### Cell classes on the final placement, run 1

Fill, decap, tap and diode cells in gray.
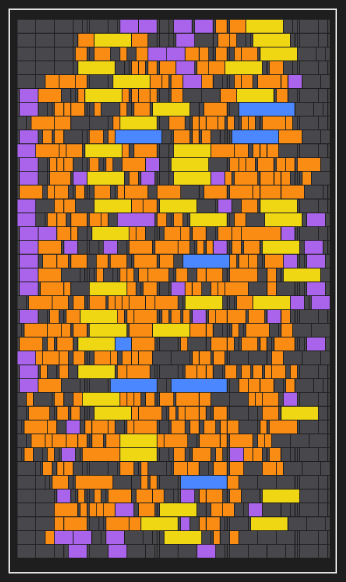
### Metal layers overlaid, run 1

Scale bar: 20 µm. Only two layers are drawn.
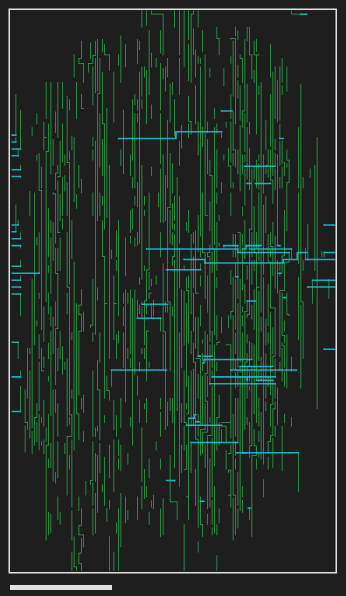
### Routed metal per tile, run 1

Scale bar: 20 µm. 13 x 22 tiles, from black (low) to pale yellow (high), scaled to the fullest tile. Values are wire area over tile area, all layers added.
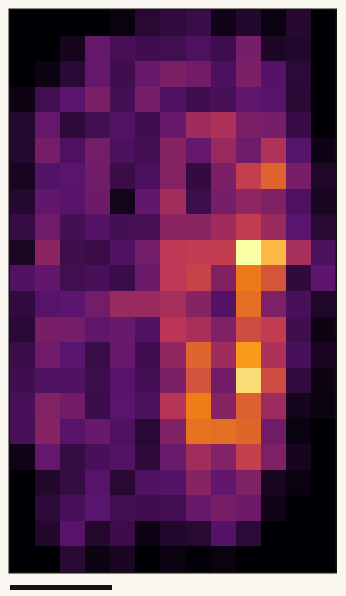
## src/rtl/pwm_pkg.sv

```systemverilog
// Shared definitions for the multi-channel PWM controller: mode encoding,
// count direction type and helpers for the W+1 bit duty arithmetic.
package pwm_pkg;

    // Counting mode as latched into the shadow register
    localparam logic PWM_MODE_EDGE   = 1'b0;
    localparam logic PWM_MODE_CENTER = 1'b1;

    // Widest datapath the helpers support (W+1 must not exceed this)
    localparam int PWM_MAX_W = 31;

    typedef enum logic {
        DIR_UP   = 1'b0,
        DIR_DOWN = 1'b1
    } pwm_dir_e;

    // Sum of two W-bit values widened by one bit so it can never wrap
    function automatic logic [PWM_MAX_W:0] pwm_add_ext(
        input logic [PWM_MAX_W-1:0] a,
        input logic [PWM_MAX_W-1:0] b
    );
        return {1'b0, a} + {1'b0, b};
    endfunction

    // Move cur toward tgt by at most step, landing exactly on tgt when close
    function automatic logic [PWM_MAX_W-1:0] pwm_step_toward(
        input logic [PWM_MAX_W-1:0] cur,
        input logic [PWM_MAX_W-1:0] tgt,
        input logic [PWM_MAX_W-1:0] step
    );
        logic [PWM_MAX_W-1:0] result;
        result = cur;
        if (cur < tgt) begin
            result = ((tgt - cur) > step) ? (cur + step) : tgt;
        end else if (cur > tgt) begin
            result = ((cur - tgt) > step) ? (cur - step) : tgt;
        end
        return result;
    endfunction

endpackage

```

## src/rtl/pwm_multichannel_ctrl_slew_channel.sv

```systemverilog
// One PWM channel: committed target, slew-limited active duty and the
// registered compare against the shared period counter.
module pwm_slew_channel
    import pwm_pkg::*;
#(
    parameter int W         = 8,
    parameter int SLEW_STEP = 0
) (
    input  logic       clk_i,
    input  logic       rst_i,
    input  logic       clk_en_i,
    input  logic       boundary_i,
    input  logic       commit_i,
    input  logic [W:0] cnt_i,
    input  logic [W:0] target_i,
    output logic       pwm_o
);

    logic [W:0] tgt_reg;
    logic [W:0] duty_reg;
    logic [W:0] duty_next;
    logic       pwm_reg;

    // Next active duty: immediate on commit without a slew limit, otherwise
    // one bounded step per boundary toward the target held before this cycle
    always_comb begin
        duty_next = duty_reg;
        if (SLEW_STEP == 0) begin
            if (commit_i) begin
                duty_next = target_i;
            end
        end else if (boundary_i) begin
            duty_next = (W+1)'(pwm_step_toward(PWM_MAX_W'(duty_reg),
                                               PWM_MAX_W'(tgt_reg),
                                               PWM_MAX_W'(SLEW_STEP)));
        end
    end

    // Target/duty registers and the output compare; everything holds while disabled
    always_ff @(posedge clk_i) begin
        if (rst_i) begin
            tgt_reg  <= '0;
            duty_reg <= '0;
            pwm_reg  <= 1'b0;
        end else begin
            if (commit_i) begin
                tgt_reg <= target_i;
            end
            duty_reg <= duty_next;
            if (clk_en_i) begin
                pwm_reg <= (cnt_i < duty_reg);
            end
        end
    end

    assign pwm_o = pwm_reg;

endmodule

```

## src/rtl/pwm_multichannel_ctrl.sv

```systemverilog
// Multi-channel fan PWM: shared edge/center-aligned period counter,
// double-buffered settings committed at period boundaries via req/ack,
// and one slew-limited channel per output.
module pwm_multichannel_ctrl
    import pwm_pkg::*;
#(
    parameter int COUNTER_BITWIDTH = 8,
    parameter int CHANNELS         = 2,
    parameter int SLEW_STEP        = 0
) (
    input  logic                                 clk_i,
    input  logic                                 rst_i,
    input  logic                                 clk_en_i,
    input  logic [COUNTER_BITWIDTH:0]            periodCounterValue_i,
    input  logic [COUNTER_BITWIDTH-1:0]          minCounterValue_i,
    input  logic [CHANNELS*COUNTER_BITWIDTH-1:0] counterValue_i,
    input  logic                                 center_mode_i,
    input  logic                                 update_req_i,
    output logic                                 update_ack_o,
    output logic                                 period_start_o,
    output logic [CHANNELS-1:0]                  PWM_pin_o
);

    localparam int W = COUNTER_BITWIDTH;
    localparam logic [W:0] ONE = (W+1)'(1);

    logic [W:0] cnt_reg;
    logic [W:0] cnt_next;
    pwm_dir_e   dir_reg;
    pwm_dir_e   dir_next;
    logic [W:0] period_reg;
    logic       mode_reg;
    logic       ack_reg;
    logic       period_start_reg;

    logic       boundary;
    logic       commit;
    logic       mode_change;
    logic [W:0] period_eff;

    // Boundary detection for the currently latched mode; P=0 makes every
    // enabled cycle a boundary in both modes
    always_comb begin
        boundary = 1'b0;
        if (clk_en_i) begin
            if (period_reg == '0) begin
                boundary = 1'b1;
            end else if (mode_reg == PWM_MODE_CENTER) begin
                boundary = (dir_reg == DIR_DOWN) && (cnt_reg == '0);
            end else begin
                boundary = (cnt_reg == period_reg);
            end
        end
        commit      = boundary && update_req_i;
        mode_change = commit && (center_mode_i != mode_reg);
        period_eff  = commit ? periodCounterValue_i : period_reg;
    end

    // Counter/direction next state; a boundary already counts against the
    // period being committed so the next cycle belongs to the new period
    always_comb begin
        cnt_next = cnt_reg;
        dir_next = dir_reg;
        if (clk_en_i) begin
            if (mode_change) begin
                cnt_next = '0;
                dir_next = DIR_UP;
            end else if (boundary) begin
                dir_next = DIR_UP;
                if ((mode_reg == PWM_MODE_CENTER) && (period_eff != '0)) begin
                    cnt_next = ONE;
                end else begin
                    cnt_next = '0;
                end
            end else if (mode_reg == PWM_MODE_CENTER) begin
                if (dir_reg == DIR_UP) begin
                    if (cnt_reg >= period_reg) begin
                        cnt_next = cnt_reg - ONE;
                        dir_next = DIR_DOWN;
                    end else begin
                        cnt_next = cnt_reg + ONE;
                    end
                end else begin
                    cnt_next = cnt_reg - ONE;
                end
            end else begin
                cnt_next = cnt_reg + ONE;
            end
        end
    end

    // Shared counter, shadow registers and the one-cycle handshake pulses
    always_ff @(posedge clk_i) begin
        if (rst_i) begin
            cnt_reg          <= '0;
            dir_reg          <= DIR_UP;
            period_reg       <= '0;
            mode_reg         <= PWM_MODE_EDGE;
            ack_reg          <= 1'b0;
            period_start_reg <= 1'b0;
        end else begin
            cnt_reg          <= cnt_next;
            dir_reg          <= dir_next;
            if (commit) begin
                period_reg <= periodCounterValue_i;
                mode_reg   <= center_mode_i;
            end
            ack_reg          <= commit;
            period_start_reg <= boundary;
        end
    end

    genvar gi;
    generate
        for (gi = 0; gi < CHANNELS; gi++) begin : g_ch
            logic [W:0] target;

            assign target = (W+1)'(pwm_add_ext(
                                PWM_MAX_W'(counterValue_i[gi*W +: W]),
                                PWM_MAX_W'(minCounterValue_i)));

            pwm_slew_channel #(
                .W         (W),
                .SLEW_STEP (SLEW_STEP)
            ) u_ch (
                .clk_i      (clk_i),
                .rst_i      (rst_i),
                .clk_en_i   (clk_en_i),
                .boundary_i (boundary),
                .commit_i   (commit),
                .cnt_i      (cnt_reg),
                .target_i   (target),
                .pwm_o      (PWM_pin_o[gi])
            );
        end
    endgenerate

    assign update_ack_o   = ack_reg;
    assign period_start_o = period_start_reg;

endmodule

```

## config.mk

```make
export PLATFORM = sky130hd
export DESIGN_NAME = pwm_multichannel_ctrl
export DESIGN_NICKNAME = d
export VERILOG_FILES = /design/src/rtl/pwm_pkg.sv /design/src/rtl/pwm_multichannel_ctrl_slew_channel.sv /design/src/rtl/pwm_multichannel_ctrl.sv
export SDC_FILE = /design/constraint.sdc
export NUM_CORES = 1
export LEC_CHECK = 0
export CAP_MARGIN = 30
export CORE_ASPECT_RATIO = 1.75
export CORE_UTILIZATION = 50
export CTS_CLUSTER_DIAMETER = 30
export DETAILED_ROUTE_END_ITERATION = 7
export HOLD_SLACK_MARGIN = 0.03
export PLACE_DENSITY_LB_ADDON = 0.25
export SYNTH_ARGS = -nofsm -noshare
export SYNTH_HDL_FRONTEND = slang
export SYNTH_SLANG_ARGS = --single-unit
```

## constraint.sdc

```tcl
create_clock -name clk_i -period 2.78 [get_ports clk_i]
set_clock_uncertainty 0.05 [all_clocks]
set_input_delay 0.695 -clock clk_i [delete_from_list [all_inputs] [get_ports clk_i]]
set_output_delay 0.695 -clock clk_i [all_outputs]
set_load 0.005 [all_outputs]
```

==> results.sh, run 1 <==
# implementation run metrics
export IMPL_status="completed"
export IMPL_seqCellArea_um2=841
export IMPL_cts_sinks=42
export IMPL_power_mw=2.50
export IMPL_largest_cell_class="logic gates"
export IMPL_met2_usage_pct=49.6
export IMPL_ys_chip_area_um2=3370
export IMPL_dpl_hpwl_um=6830
export IMPL_vdd_drop_max_v=0.000313
export IMPL_placed_area_um2=3930
export IMPL_synth_cell_types=60
export IMPL_grt_max_degree=34
export IMPL_nNetsFinal=551
export IMPL_edf_count=0
export IMPL_top_logic_kind="AND-OR/OR-AND gates"
export IMPL_final_clk_cell_share_pct=4.70
export IMPL_drtAntennaViolNets=0
export IMPL_buffers_excl_clock=64
export IMPL_dr_wl_met3_um=280
export IMPL_path_max_fanout=3
export IMPL_n_antenna_cell=0
export IMPL_cp_required_ns=2.93
export IMPL_route_detailed_drc=0
export IMPL_min_from="g_ch[0].u_ch.duty_reg[4]$_SDFFE_PP0N_"
export IMPL_grt_pass1_wl_um=14300
export IMPL_yosys_area_share_xor_xnor_pct=2.60
export IMPL_pwr_share_clk_pct=30.9
export IMPL_placed_cells=542
export IMPL_arrival_ns=2.79
export IMPL_warning_count=28
export IMPL_ys_sh_adder_pct=17.5
export IMPL_nClkBuffers=5
export IMPL_sequentialPowerShare_pct=29.0
export IMPL_seq_cells=42
export IMPL_fp_util_pct=51.6
export IMPL_numSynthFlops=42
export IMPL_cts_tree="done"
export IMPL_die_area_um2=7090
export IMPL_inverters=42
-- 'Cell classes on the final placement' (at the start) --
| color | class | cells | share of their area |
|---|---|---|---|
| orange | combinational and other logic | 354 | 60% |
| purple | other buffers and delay cells | 64 | 15% |
| yellow | flops | 42 | 21% |
| blue | clock drivers and dummy loads | 8 | 4.8% |
final core utilization: 63.1%
# rows: 39
core box area: 6540 µm²
final instance area: 4120 µm²
Seq area share: 20.4%

-- 'Metal layers overlaid' (at the start) --
| color | layer | wire length |
|---|---|---|
| cyan | metal 3 | 280 µm |
| green | metal 2 | 4,760 µm |
Post-Route WL: 8550 µm
vias: 3,152
GRT Overall Usage: 25.9%
wire per inst: 15.5 µm

-- 'Routed metal per tile' (at the start) --
fullest tile: 0.81
nearly empty tiles: 11%
tiles over half the peak: 8.7%

[run 1: worst reg2reg max path, cell delays in order, from the launching register on]
cell and delay [ns]:
dfxtp_1 0.33, inv_1 0.11, ha_1 0.34, nand2b_1 0.15, a21o_1 0.20, a211o_1 0.49
a31o_2 0.31, a31o_1 0.19, a2111oi_2 0.33
[run 1: power by group through the flow]
stage | Sequential [mW] | Combinational (mW) | Clock, mW
4_1_cts | 0.724 | 0.997 | 0.775
2_1_floorplan | 0.726 | 0.750 | 0
3_5_place_dp | 0.737 | 0.989 | 0
6_report | 0.724 | 1.00 | 0.770
5_1_grt | 0.733 | 1.09 | 0.799
3_3_place_gp | 0.734 | 0.968 | 0
--- run 2 (diff from run 1) ---
Settings changed: CORE_MARGIN from default to 1, SKIP_LAST_GASP from default to 1.
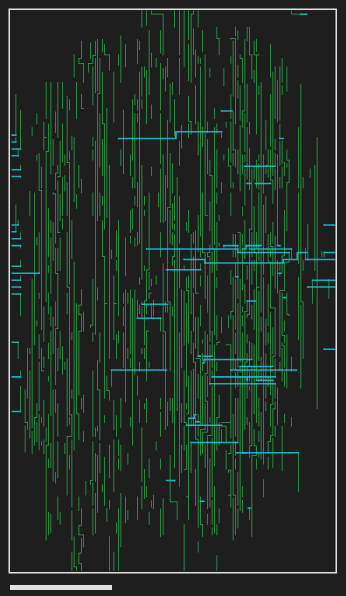
*Metal layers overlaid, run 2*
Scale bar: 20 µm. Only two layers are drawn.
| color | layer | wire length |
|---|---|---|
| cyan | metal 3 | 280 µm |
| green | metal 2 | 4,760 µm |

==> results.sh, run 2 <==
# implementation run metrics
export IMPL_yosys_area_share_xor_xnor_pct=2.60
export IMPL_fp_util_pct=51.6
export IMPL_edf_count=0
export IMPL_dr_wl_met3_um=280
export IMPL_switching_share_pct=34.7
export IMPL_wire_per_inst_um=15.5
export IMPL_routed_top_layer="met4"
export IMPL_placed_area_um2=3930
export IMPL_dpl_hpwl_um=6830
export IMPL_cp_required_ns=2.93
export IMPL_ys_chip_area_um2=3370
export IMPL_seqCellArea_um2=841
export IMPL_h_tree_depth=2
export IMPL_period_minus_slack_ns=2.64
export IMPL_ys_sh_adder_pct=17.5
export IMPL_clockRootBuffer="clkbuf_16"
export IMPL_min_from="g_ch[0].u_ch.duty_reg[4]$_SDFFE_PP0N_"
export IMPL_worstSkewPairLatency_ns=0.30
export IMPL_warning_count=28
export IMPL_path_max_fanout=3
export IMPL_pwr_share_clk_pct=30.9
export IMPL_route_detailed_drc=0
export IMPL_numSynthFlops=42
export IMPL_top_cells_by_area="dfxtp_1 (25%), ha_1 (16%), a21oi_2 (4.9%), inv_1 (4.7%), nand2_1 (4.2%)"
export IMPL_sequentialPowerShare_pct=29.0
export IMPL_num_rows=39
export IMPL_grt_pass1_wl_um=14300
export IMPL_utilization_pct=63.1
export IMPL_status="completed"
export IMPL_routed_via_count=3152
export IMPL_placed_cells=542
export IMPL_top_logic_kind="AND-OR/OR-AND gates"
export IMPL_grtUsageTotal_pct=25.9
export IMPL_nNetsFinal=551
export IMPL_gp_congestion=0.912
export IMPL_synth_async_reset_ratio_pct=0
export IMPL_n_antenna_cell=0
export IMPL_fin_area_um2=4120
export IMPL_use_met3_pct=3.40
export IMPL_die_area_um2=7090
export IMPL_core_um2=6540
export IMPL_power_mw=2.50
export IMPL_powerDensity_nw_per_um2=605
export IMPL_arrival_ns=2.79
export IMPL_grt_max_degree=34
export IMPL_synth_cells=415
export IMPL_cts_tree="done"
export IMPL_wl_um=8550
export IMPL_vdd_drop_max_v=0.000313
export IMPL_met2_usage_pct=49.6
export IMPL_intPower_mw=1.63
export IMPL_drtAntennaViolNets=0
export IMPL_cts_sinks=42
export IMPL_synth_cell_types=60
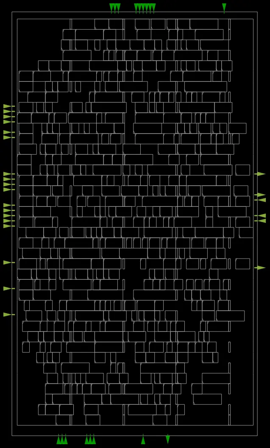
*Placed standard cells, run 2*
Flops: 42
tap cells: 82
FILL cells: 612
Non-Filler Instances: 550

-- run 2: cell counts in the layout (fill, tap and decap cells not counted) --
Identical to the previous run, type by type.
-- run 2: cell families after synthesis --
kind of cell    after synthesis
buf+inv                      61
xor+xnor                     10
flops                        42
fa+ha+maj                    46
compound gates              113
simple gates                143
-- run 2: power groups by stage --
stage	Combinational, mW	Clock, mW	Sequential [mW]
2_1_floorplan	0.750	0	0.726
4_1_cts	0.997	0.775	0.724
3_5_place_dp	0.989	0	0.737
5_1_grt	1.09	0.799	0.733
6_report	1.00	0.770	0.724
3_3_place_gp	0.968	0	0.734
-- run 2: layout make-up --
type	count	share of cell area (%)
sequential	42	20.4
inverter	42	3.82
timing repair buffer	64	14.3
tap	82	2.49
clock buffer	5	3.03
multi-input combinational	312	54.3
clock inverter	3	1.67
Power figures rest on the tool's default switching activity, not on a simulated workload.
